[config.mk]
export PLATFORM = sky130hd
export DESIGN_NAME = mem_arbiter_flat
export DESIGN_NICKNAME = d
export VERILOG_FILES = /design/src/rtl/mem_arbiter_pkg.sv /design/src/rtl/mem_arbiter_if.sv /design/src/rtl/mem_arbiter_lat.sv /design/src/rtl/mem_arbiter.sv /design/src/flat_wrapper.sv
export SDC_FILE = /design/constraint.sdc
export NUM_CORES = 1
export LEC_CHECK = 0
export CAP_MARGIN = 40
export CORE_AREA = 4 4 104 106
export CTS_BUF_LIST = sky130_fd_sc_hd__clkbuf_8
export DETAILED_ROUTE_END_ITERATION = 10
export DIE_AREA = 0 0 108 110
export PLACE_DENSITY_LB_ADDON = 0.25
export REMOVE_ABC_BUFFERS = 1
export SETUP_SLACK_MARGIN = 0.1
export SLEW_MARGIN = 15
export SYNTH_ARGS = -nofsm -noshare
export SYNTH_HDL_FRONTEND = slang
export SYNTH_HIERARCHICAL = 1
export SYNTH_SLANG_ARGS = --single-unit
export TNS_END_PERCENT = 5
[constraint.sdc]
create_clock -name clk -period 2.9 [get_ports clk]
set_input_delay 0.435 -clock clk [delete_from_list [all_inputs] [get_ports clk]]
set_output_delay 0.435 -clock clk [all_outputs]
set_load 0.1 [all_outputs]
[src/rtl/mem_arbiter_pkg.sv]
// mem_arbiter_pkg: shared CPU definitions used by the memory arbiter.
// Holds the access-size and arbiter FSM encodings plus the alignment rule.
package mem_arbiter_pkg;
   typedef enum logic [1:0] {
      SIZE_BYTE = 2'd0,
      SIZE_HALF = 2'd1,
      SIZE_WORD = 2'd2
   } size_e;
   typedef enum logic [1:0] {
      IDLE    = 2'd0,
      BUSY_IF = 2'd1,
      BUSY_DM = 2'd2,
      ERR     = 2'd3
   } state_e;
   function automatic logic misaligned(input size_e size, input logic [1:0] lo);
      return size == SIZE_WORD ? |lo : size == SIZE_HALF ? lo[0] : 1'b0;
   endfunction
endpackage

[src/rtl/mem_arbiter_if.sv]
// mem_arbiter_if: fetch, data and shared memory port signals of the arbiter.
// slave is the arbiter's view; master is the view of the requesters and memory.
interface mem_arbiter_if;
   import mem_arbiter_pkg::*;
   logic        if_req;
   logic [31:0] if_addr;
   logic        if_kill;
   logic        if_gnt;
   logic        if_valid;
   logic [31:0] if_rdata;
   logic        dm_req;
   logic        dm_we;
   size_e       dm_size;
   logic [31:0] dm_addr;
   logic [31:0] dm_wdata;
   logic        dm_gnt;
   logic        dm_valid;
   logic        dm_err;
   logic [31:0] dm_rdata;
   logic        mem_en;
   logic        mem_we;
   size_e       mem_size;
   logic [31:0] mem_addr;
   logic [31:0] mem_wdata;
   logic [31:0] mem_rdata;
   modport slave (
      input  if_req, if_addr, if_kill, dm_req, dm_we, dm_size, dm_addr, dm_wdata, mem_rdata,
      output if_gnt, if_valid, if_rdata, dm_gnt, dm_valid, dm_err, dm_rdata,
             mem_en, mem_we, mem_size, mem_addr, mem_wdata
   );
   modport master (
      output if_req, if_addr, if_kill, dm_req, dm_we, dm_size, dm_addr, dm_wdata, mem_rdata,
      input  if_gnt, if_valid, if_rdata, dm_gnt, dm_valid, dm_err, dm_rdata,
             mem_en, mem_we, mem_size, mem_addr, mem_wdata
   );
endinterface

[src/rtl/mem_arbiter_lat.sv]
// mem_lat_counter: memory latency countdown, loaded with MEM_LAT-1 on a grant.
// zero marks the response cycle of the transaction in flight.
module mem_lat_counter #(
   parameter int MEM_LAT = 2
) (
   input  logic clk,
   input  logic rst,
   input  logic load,
   output logic zero
);
   logic [3:0] cnt_d, cnt_q;
   always_comb begin
      cnt_d = load ? 4'(MEM_LAT - 1) : (cnt_q != 4'd0 ? cnt_q - 4'd1 : cnt_q);
      zero  = cnt_q == 4'd0;
   end
   always_ff @(posedge clk) begin
      if (rst) cnt_q <= '0;
      else     cnt_q <= cnt_d;
   end
endmodule

[src/rtl/mem_arbiter.sv]
// mem_arbiter: shares one memory port between fetch and data accesses.
// Data wins ties unless fetch has lost STARVE_MAX arbitrations in a row.
module mem_arbiter
   import mem_arbiter_pkg::*;
#(
   parameter int MEM_LAT    = 2,
   parameter int STARVE_MAX = 4
) (
   input logic          clk,
   input logic          rst,
   mem_arbiter_if.slave b
);
   state_e     state_d, state_q;
   logic [3:0] starve_d, starve_q;
   logic       kill_d, kill_q, we_d, we_q;
   logic       lat_zero, resp, arb, mis, if_win, dm_win, dm_go, dm_done;
   mem_lat_counter #(.MEM_LAT(MEM_LAT)) u_lat (
      .clk  (clk),
      .rst  (rst),
      .load (if_win | dm_win),
      .zero (lat_zero)
   );
   // Grants and responses are combinational so a new grant can share a response cycle.
   always_comb begin
      resp     = (state_q == BUSY_IF || state_q == BUSY_DM) && lat_zero;
      arb      = !rst && (state_q == IDLE || resp);
      mis      = misaligned(b.dm_size, b.dm_addr[1:0]);
      if_win   = arb && b.if_req && (!b.dm_req || starve_q == 4'(STARVE_MAX));
      dm_win   = arb && b.dm_req && !if_win;
      dm_go    = dm_win && !mis;
      dm_done  = !rst && state_q == BUSY_DM && lat_zero;
      state_d  = if_win ? BUSY_IF : dm_win ? (mis ? ERR : BUSY_DM) :
                 (resp || state_q == ERR) ? IDLE : state_q;
      starve_d = if_win ? 4'd0 :
                 (arb && b.if_req && starve_q != 4'(STARVE_MAX)) ? starve_q + 4'd1 : starve_q;
      kill_d   = if_win ? 1'b0 : (state_q == BUSY_IF && b.if_kill) ? 1'b1 : kill_q;
      we_d     = dm_win ? b.dm_we : we_q;
      b.if_gnt    = if_win;
      b.if_valid  = !rst && state_q == BUSY_IF && lat_zero && !kill_q && !b.if_kill;
      b.if_rdata  = b.if_valid ? b.mem_rdata : 32'd0;
      b.dm_gnt    = dm_win;
      b.dm_err    = !rst && state_q == ERR;
      b.dm_valid  = dm_done || b.dm_err;
      b.dm_rdata  = (dm_done && !we_q) ? b.mem_rdata : 32'd0;
      b.mem_en    = if_win || dm_go;
      b.mem_we    = dm_go && b.dm_we;
      b.mem_size  = if_win ? SIZE_WORD : dm_go ? b.dm_size : SIZE_BYTE;
      b.mem_addr  = if_win ? b.if_addr : dm_go ? b.dm_addr : 32'd0;
      b.mem_wdata = (dm_go && b.dm_we) ? b.dm_wdata : 32'd0;
   end
   always_ff @(posedge clk) begin
      if (rst) begin
         state_q  <= IDLE;
         starve_q <= '0;
         kill_q   <= 1'b0;
         we_q     <= 1'b0;
      end else begin
         state_q  <= state_d;
         starve_q <= starve_d;
         kill_q   <= kill_d;
         we_q     <= we_d;
      end
   end
endmodule

[src/flat_wrapper.sv]
// flat-port wrapper written by rule: the top's interface ports become plain ports
module mem_arbiter_flat import mem_arbiter_pkg::*;
#(
   parameter int MEM_LAT    = 2,
   parameter int STARVE_MAX = 4
)
  (clk, rst, b_if_req, b_if_addr, b_if_kill, b_dm_req, b_dm_we, b_dm_size, b_dm_addr, b_dm_wdata, b_mem_rdata, b_if_gnt, b_if_valid, b_if_rdata, b_dm_gnt, b_dm_valid, b_dm_err, b_dm_rdata, b_mem_en, b_mem_we, b_mem_size, b_mem_addr, b_mem_wdata);
  mem_arbiter_if b_i ();
  input logic clk;
  input logic rst;
  input wire logic [$bits(b_i.if_req)-1:0] b_if_req;
  input wire logic [$bits(b_i.if_addr)-1:0] b_if_addr;
  input wire logic [$bits(b_i.if_kill)-1:0] b_if_kill;
  input wire logic [$bits(b_i.dm_req)-1:0] b_dm_req;
  input wire logic [$bits(b_i.dm_we)-1:0] b_dm_we;
  input wire logic [$bits(b_i.dm_size)-1:0] b_dm_size;
  input wire logic [$bits(b_i.dm_addr)-1:0] b_dm_addr;
  input wire logic [$bits(b_i.dm_wdata)-1:0] b_dm_wdata;
  input wire logic [$bits(b_i.mem_rdata)-1:0] b_mem_rdata;
  output wire logic [$bits(b_i.if_gnt)-1:0] b_if_gnt;
  output wire logic [$bits(b_i.if_valid)-1:0] b_if_valid;
  output wire logic [$bits(b_i.if_rdata)-1:0] b_if_rdata;
  output wire logic [$bits(b_i.dm_gnt)-1:0] b_dm_gnt;
  output wire logic [$bits(b_i.dm_valid)-1:0] b_dm_valid;
  output wire logic [$bits(b_i.dm_err)-1:0] b_dm_err;
  output wire logic [$bits(b_i.dm_rdata)-1:0] b_dm_rdata;
  output wire logic [$bits(b_i.mem_en)-1:0] b_mem_en;
  output wire logic [$bits(b_i.mem_we)-1:0] b_mem_we;
  output wire logic [$bits(b_i.mem_size)-1:0] b_mem_size;
  output wire logic [$bits(b_i.mem_addr)-1:0] b_mem_addr;
  output wire logic [$bits(b_i.mem_wdata)-1:0] b_mem_wdata;
  assign b_i.if_req = b_if_req;
  assign b_i.if_addr = b_if_addr;
  assign b_i.if_kill = b_if_kill;
  assign b_i.dm_req = b_dm_req;
  assign b_i.dm_we = b_dm_we;
  assign b_i.dm_size = b_dm_size;
  assign b_i.dm_addr = b_dm_addr;
  assign b_i.dm_wdata = b_dm_wdata;
  assign b_i.mem_rdata = b_mem_rdata;
  assign b_if_gnt = b_i.if_gnt;
  assign b_if_valid = b_i.if_valid;
  assign b_if_rdata = b_i.if_rdata;
  assign b_dm_gnt = b_i.dm_gnt;
  assign b_dm_valid = b_i.dm_valid;
  assign b_dm_err = b_i.dm_err;
  assign b_dm_rdata = b_i.dm_rdata;
  assign b_mem_en = b_i.mem_en;
  assign b_mem_we = b_i.mem_we;
  assign b_mem_size = b_i.mem_size;
  assign b_mem_addr = b_i.mem_addr;
  assign b_mem_wdata = b_i.mem_wdata;
  mem_arbiter #(.MEM_LAT(MEM_LAT), .STARVE_MAX(STARVE_MAX)) u_core (.clk(clk), .rst(rst), .b(b_i));
endmodule
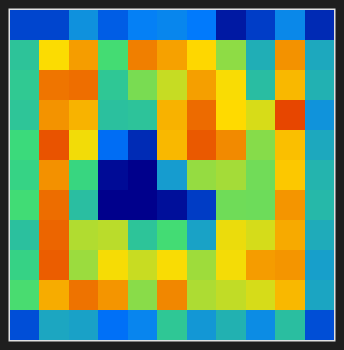
Figure 1: local utilization.
Scale: 3 px per um. The die is cut into 11 by 11 equal tiles; dark blue is low, red is high, 0 to 100% covered.
mean over tiles: 54%
tiles over 75% full: 28%
emptiest ninth of the die: center
nearly empty tiles: 2.5%
fullest tile: 92%
Final Util: 67.0%
area of the core region: 0.00977 sq mm
floorplan utilization: 19.5%

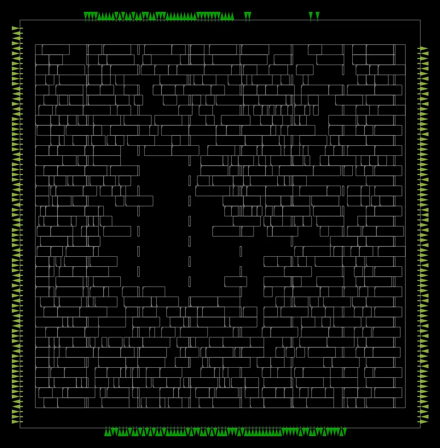
Figure 2: cell placement.
Tapcells: 133
tally of non-filler cells in the final layout: 703
sequential cell count: 12

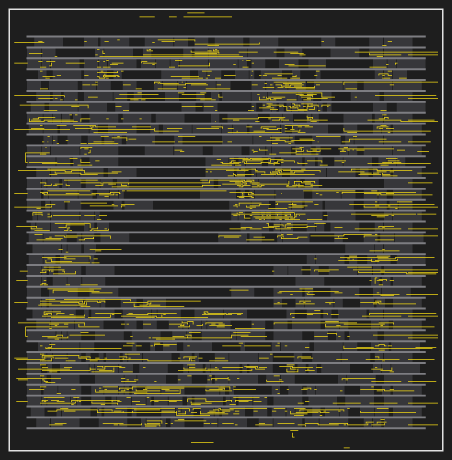
Figure 3: signal wires on met1.
Scale: 4 px per um. Supply wires on this layer in gray. Cells faint in the background.
longest straight run: 35.8 um
nets with wire on the layer: 590
share of all routed wire: 34%
wire length on this layer: 3930 um
main direction: horizontal

==> how the worst max path moves through the flow <==
| stage | start | end | slack [ps] |
|---|---|---|---|
| 2_1_floorplan | u_core/starve_q[0] | b_mem_wdata[0] | -930 |
| 3_3_place_gp | b_dm_req | b_mem_addr[8] | 170 |
| 3_5_place_dp | rst | b_mem_addr[9] | 90 |
| 4_1_cts | u_core/u_lat/cnt_q[0] | b_mem_addr[26] | 30 |
| 5_1_grt | u_core/state_q[0] | b_mem_wdata[6] | 60 |
| 6_report | b_dm_req | b_mem_addr[21] | 160 |
==> per-stage QoR <==
step	utilization [%]	setup TNS [ps]	worst slack, ps	power (uW)	area, sq um
2_1_floorplan	-	-104300	-929	1130	1800
3_3_place_gp	63.2	0	168	1810	6180
3_5_place_dp	63.2	0	87.7	1840	6180
4_1_cts	63.9	0	34.8	2010	6250
5_1_grt	67.0	0	60.4	2160	6550
6_report	67.0	0	159	2080	6550
==> logic make-up after synthesis <==
group           count (synthesis)
simple gates                  197
compound gates                 52
mux                             2
buf+inv                        34
xor+xnor                        3
fa+ha+maj                       7
flops                          12
==> state kept, by name, indices dropped and copies added, names as in the netlist <==
| signal | cells |
|---|---|
| u_core/we_q | 1 |
| u_core/state_q | 2 |
| u_core/kill_q | 1 |
| u_core/u_lat/cnt_q | 4 |
| u_core/starve_q | 4 |
==> timing repair <==
action	CTS	global route
pin swaps	1	1
endpoints found under the setup margin	33	68
resized	5	58
buffers inserted	1	0
cloned	0	1
==> final cells by class <==
| type | instances | share of cell area, % |
|---|---|---|
| inverter | 11 | 0.630 |
| tap | 133 | 2.54 |
| multi-input combinational | 261 | 27.8 |
| timing repair buffer | 283 | 64.7 |
| sequential | 12 | 3.71 |
| clock buffer | 3 | 0.630 |
==> worst max-delay path: cells and delay by family <==
kind | cells | cell delay, ps
buf+inv | 3 | 920
compound gates | 1 | 220
simple gates | 3 | 720
==> power breakdown <==
group / switching (uW) / internal, uW
registers: 23.8 / 193
clock network: 64.0 / 91.8
logic: 1010 / 696
total: 1100 / 981
==> layer usage <==
layer,GRT usage (%),vias to the layer above,share of wire (%)
li1,-,1541,-
met1,16.3,1391,34
met2,34.5,171,56
met3,5.07,5,9.5
met4,2.43,0,0.55
met5,0,-,0
==> notes.md <==
Quick summary of the implementation run below.

The cell with the most instances after synthesis is sky130_fd_sc_hd__nand2_1. The worst hold path passes through 2 cells. The final weighted congestion of routability-driven global placement is 0.773.

TritonCTS built the clock tree. CTS built an H-tree with a depth of 1. The chip height came out at 110 um. The ratio of total power to cell area came out at 317 mW/mm^2. For this run, the final setup violation count is recorded as 0. Grouping non-sequential cells by family puts the most area in simple AND/OR/NAND/NOR gates. Ranking logic cells in the layout by count gives the top entries sky130_fd_sc_hd__buf_12 (139), sky130_fd_sc_hd__clkdlybuf4s50_1 (135), sky130_fd_sc_hd__nand2_1 (72), sky130_fd_sc_hd__and2_1 (67), sky130_fd_sc_hd__and3_1 (31). Setup repair after global routing could not meet its margin everywhere. The slowest stage of the critical path is the sky130_fd_sc_hd__clkdlybuf4s50_1 cell. The total iterations of the first detailed-routing run is 4.

The unique cell type count in the Yosys netlist is 40. The worst clock skew on the final layout is 1.67 ps. The slew at the pin closest to its max-slew limit came out at 818 ps. The initialized floorplan defines 36 standard-cell rows. The die span in x is 108 um. The smallest hold slack came out at 501 ps. The violation tally from detailed-route iteration zero is 79. The count of input and output buffers came out at 272. The worst setup path is captured at an output pin. The count of nets left with antenna violations after detail routing is 0. Summed over all routing layers, the global router reports a total usage of 16.6%. The I/O pin count came out at 273. The ratio of final minimum period to clock period is 94.5%.

The sequential-to-total area share from yosys stat came out at 12.6%. The most critical min-delay path falls under reg2reg. The number of cells in the yosys synthesis report is 307. The critical path endpoint has a required time of 2470 ps. Clock tree synthesis selected as its root buffer the cell sky130_fd_sc_hd__clkbuf_8. Across all layers, the routed design uses 3108 vias.

The critical path in this run is classified as in2out. The total count of hold-check failures in the final report came out at 0. Summed over all instances, the cell type with the most area after synthesis is sky130_fd_sc_hd__and2_1. The complex-gate fraction of the synthesized area is 16.4%. The run finished with clean final reports.

CTS saw 12 sinks. The count of max-cap constraint violations is 0. The combined area of the multi-input logic cells came out at 0.00182 sq mm. The initial antenna violation count came out at 0. The post-placement cell count is 698. The final layout report lists a filler cell count of 725. The number of diodes added for antenna fixing is 0. Using the TritonRoute via totals, the vias-per-cell ratio works out to 4.42. For reference, the top cells by count after synthesis are sky130_fd_sc_hd__nand2_1 (73), sky130_fd_sc_hd__and2_1 (67), sky130_fd_sc_hd__o21ai_1 (33).

The area growth from synthesis to final layout came out at 244%. The sum of net half-perimeters after detailed placement came out at 9340 um. The synthesis report lists the Yosys warning total as 6. The number of remaining DRC errors is 0. Logic depth along the worst register-to-register path is recorded as 7. The area fraction in and, or, nand and nor cells after synthesis is 56.3%.

The startpoint identified for the worst hold timing path is u_core/starve_q[0]. The worst IR drop on VDD is 205 uV. The post-synthesis share of cell area spent on xor and xnor gates came out at 1.38%. Per STA, the worst path is made up of clkdlybuf4s50_1, nor2b_1, nand2_4, or2_4, clkbuf_16, o21ai_2, buf_12. Among all stages on the critical path, the maximum delay recorded is 500 ps. For reference, the mux area share after synthesis is 1.12%.

The top achievable clock speed came out at 0.365 GHz. The warning total across the stage logs came out at 31. The number of buffers added by the clock tree synthesis step came out at 3. The shortest period the worst path allows is 2740 ps. The leakage power figure came out at 0.00274 uW. The number of buffers inserted for hold repair after clock tree synthesis is 0. Per the cell usage report, the commonest logic cell in the layout is sky130_fd_sc_hd__buf_12.

Ranked by total cell area, the synthesized netlist is headed by sky130_fd_sc_hd__and2_1 (22%), sky130_fd_sc_hd__nand2_1 (14%), sky130_fd_sc_hd__dfxtp_1 (13%), sky130_fd_sc_hd__and3_1 (11%), sky130_fd_sc_hd__o21ai_1 (8.7%). Max-slew check failures listed in the final report amount to 0. The number of global-route vias before repair came out at 3025. The worst register-to-register path ends at u_core/u_lat/cnt_q[1]. The most frequently used flop master after synthesis is sky130_fd_sc_hd__dfxtp_1. The area of the die is 0.0119 sq mm. The synthesis stat section lists a flop and latch total of 12. The post-synthesis area per instance came out at 6.19 sq um. Across the whole layout, storage elements account for 243 sq um. Synthesis produced 307 cells. The fraction of post-synthesis cell area in the top cell type by area is 22.0%. The count of library flops with an enable pin came out at 0. In this run the critical register-to-register path is launched from u_core/state_q[0]. The number of buffers between clock root and the deepest sink came out at 2. For reference, full adder, half adder and majority cells occupy 4.61% of the area reported after synthesis. The worst setup path is launched from an input pin. The total standard cell area after synthesis is 0.00190 sq mm. The total overflow reported by the global router came out at 0.

The largest fanout of any net on the critical path is 17. The post-synthesis async set-or-reset flop share came out at 0%. The insertion delay to the later sink of the worst-skew pair came out at 240 ps. The routed wire length came out at 11600 um. Dividing the detail-routed wire length by the instance count gives 16.4 um. For hold timing, the worst endpoint is u_core/starve_q[0].

The wire length of the first global-routing pass is 15800 um. The fraction of final layout cells sized beyond drive strength 1 is 34.9%. The setup slack on the worst flop-to-flop path came out at 910 ps. The timing report gives the clock slew at the launch and capture registers of the worst setup and hold paths as 50 ps.

The data arrival time of the critical path is 2310 ps. The maximum number of pins on one net before global-route repair is 36. The number of nets in the layout came out at 715. The worst-case headroom to the max-slew limit is 45.3%. For this run, the chip area from Yosys synthesis comes to 0.00190 sq mm.
Power figures rest on the tool's default switching activity, not on a simulated workload.
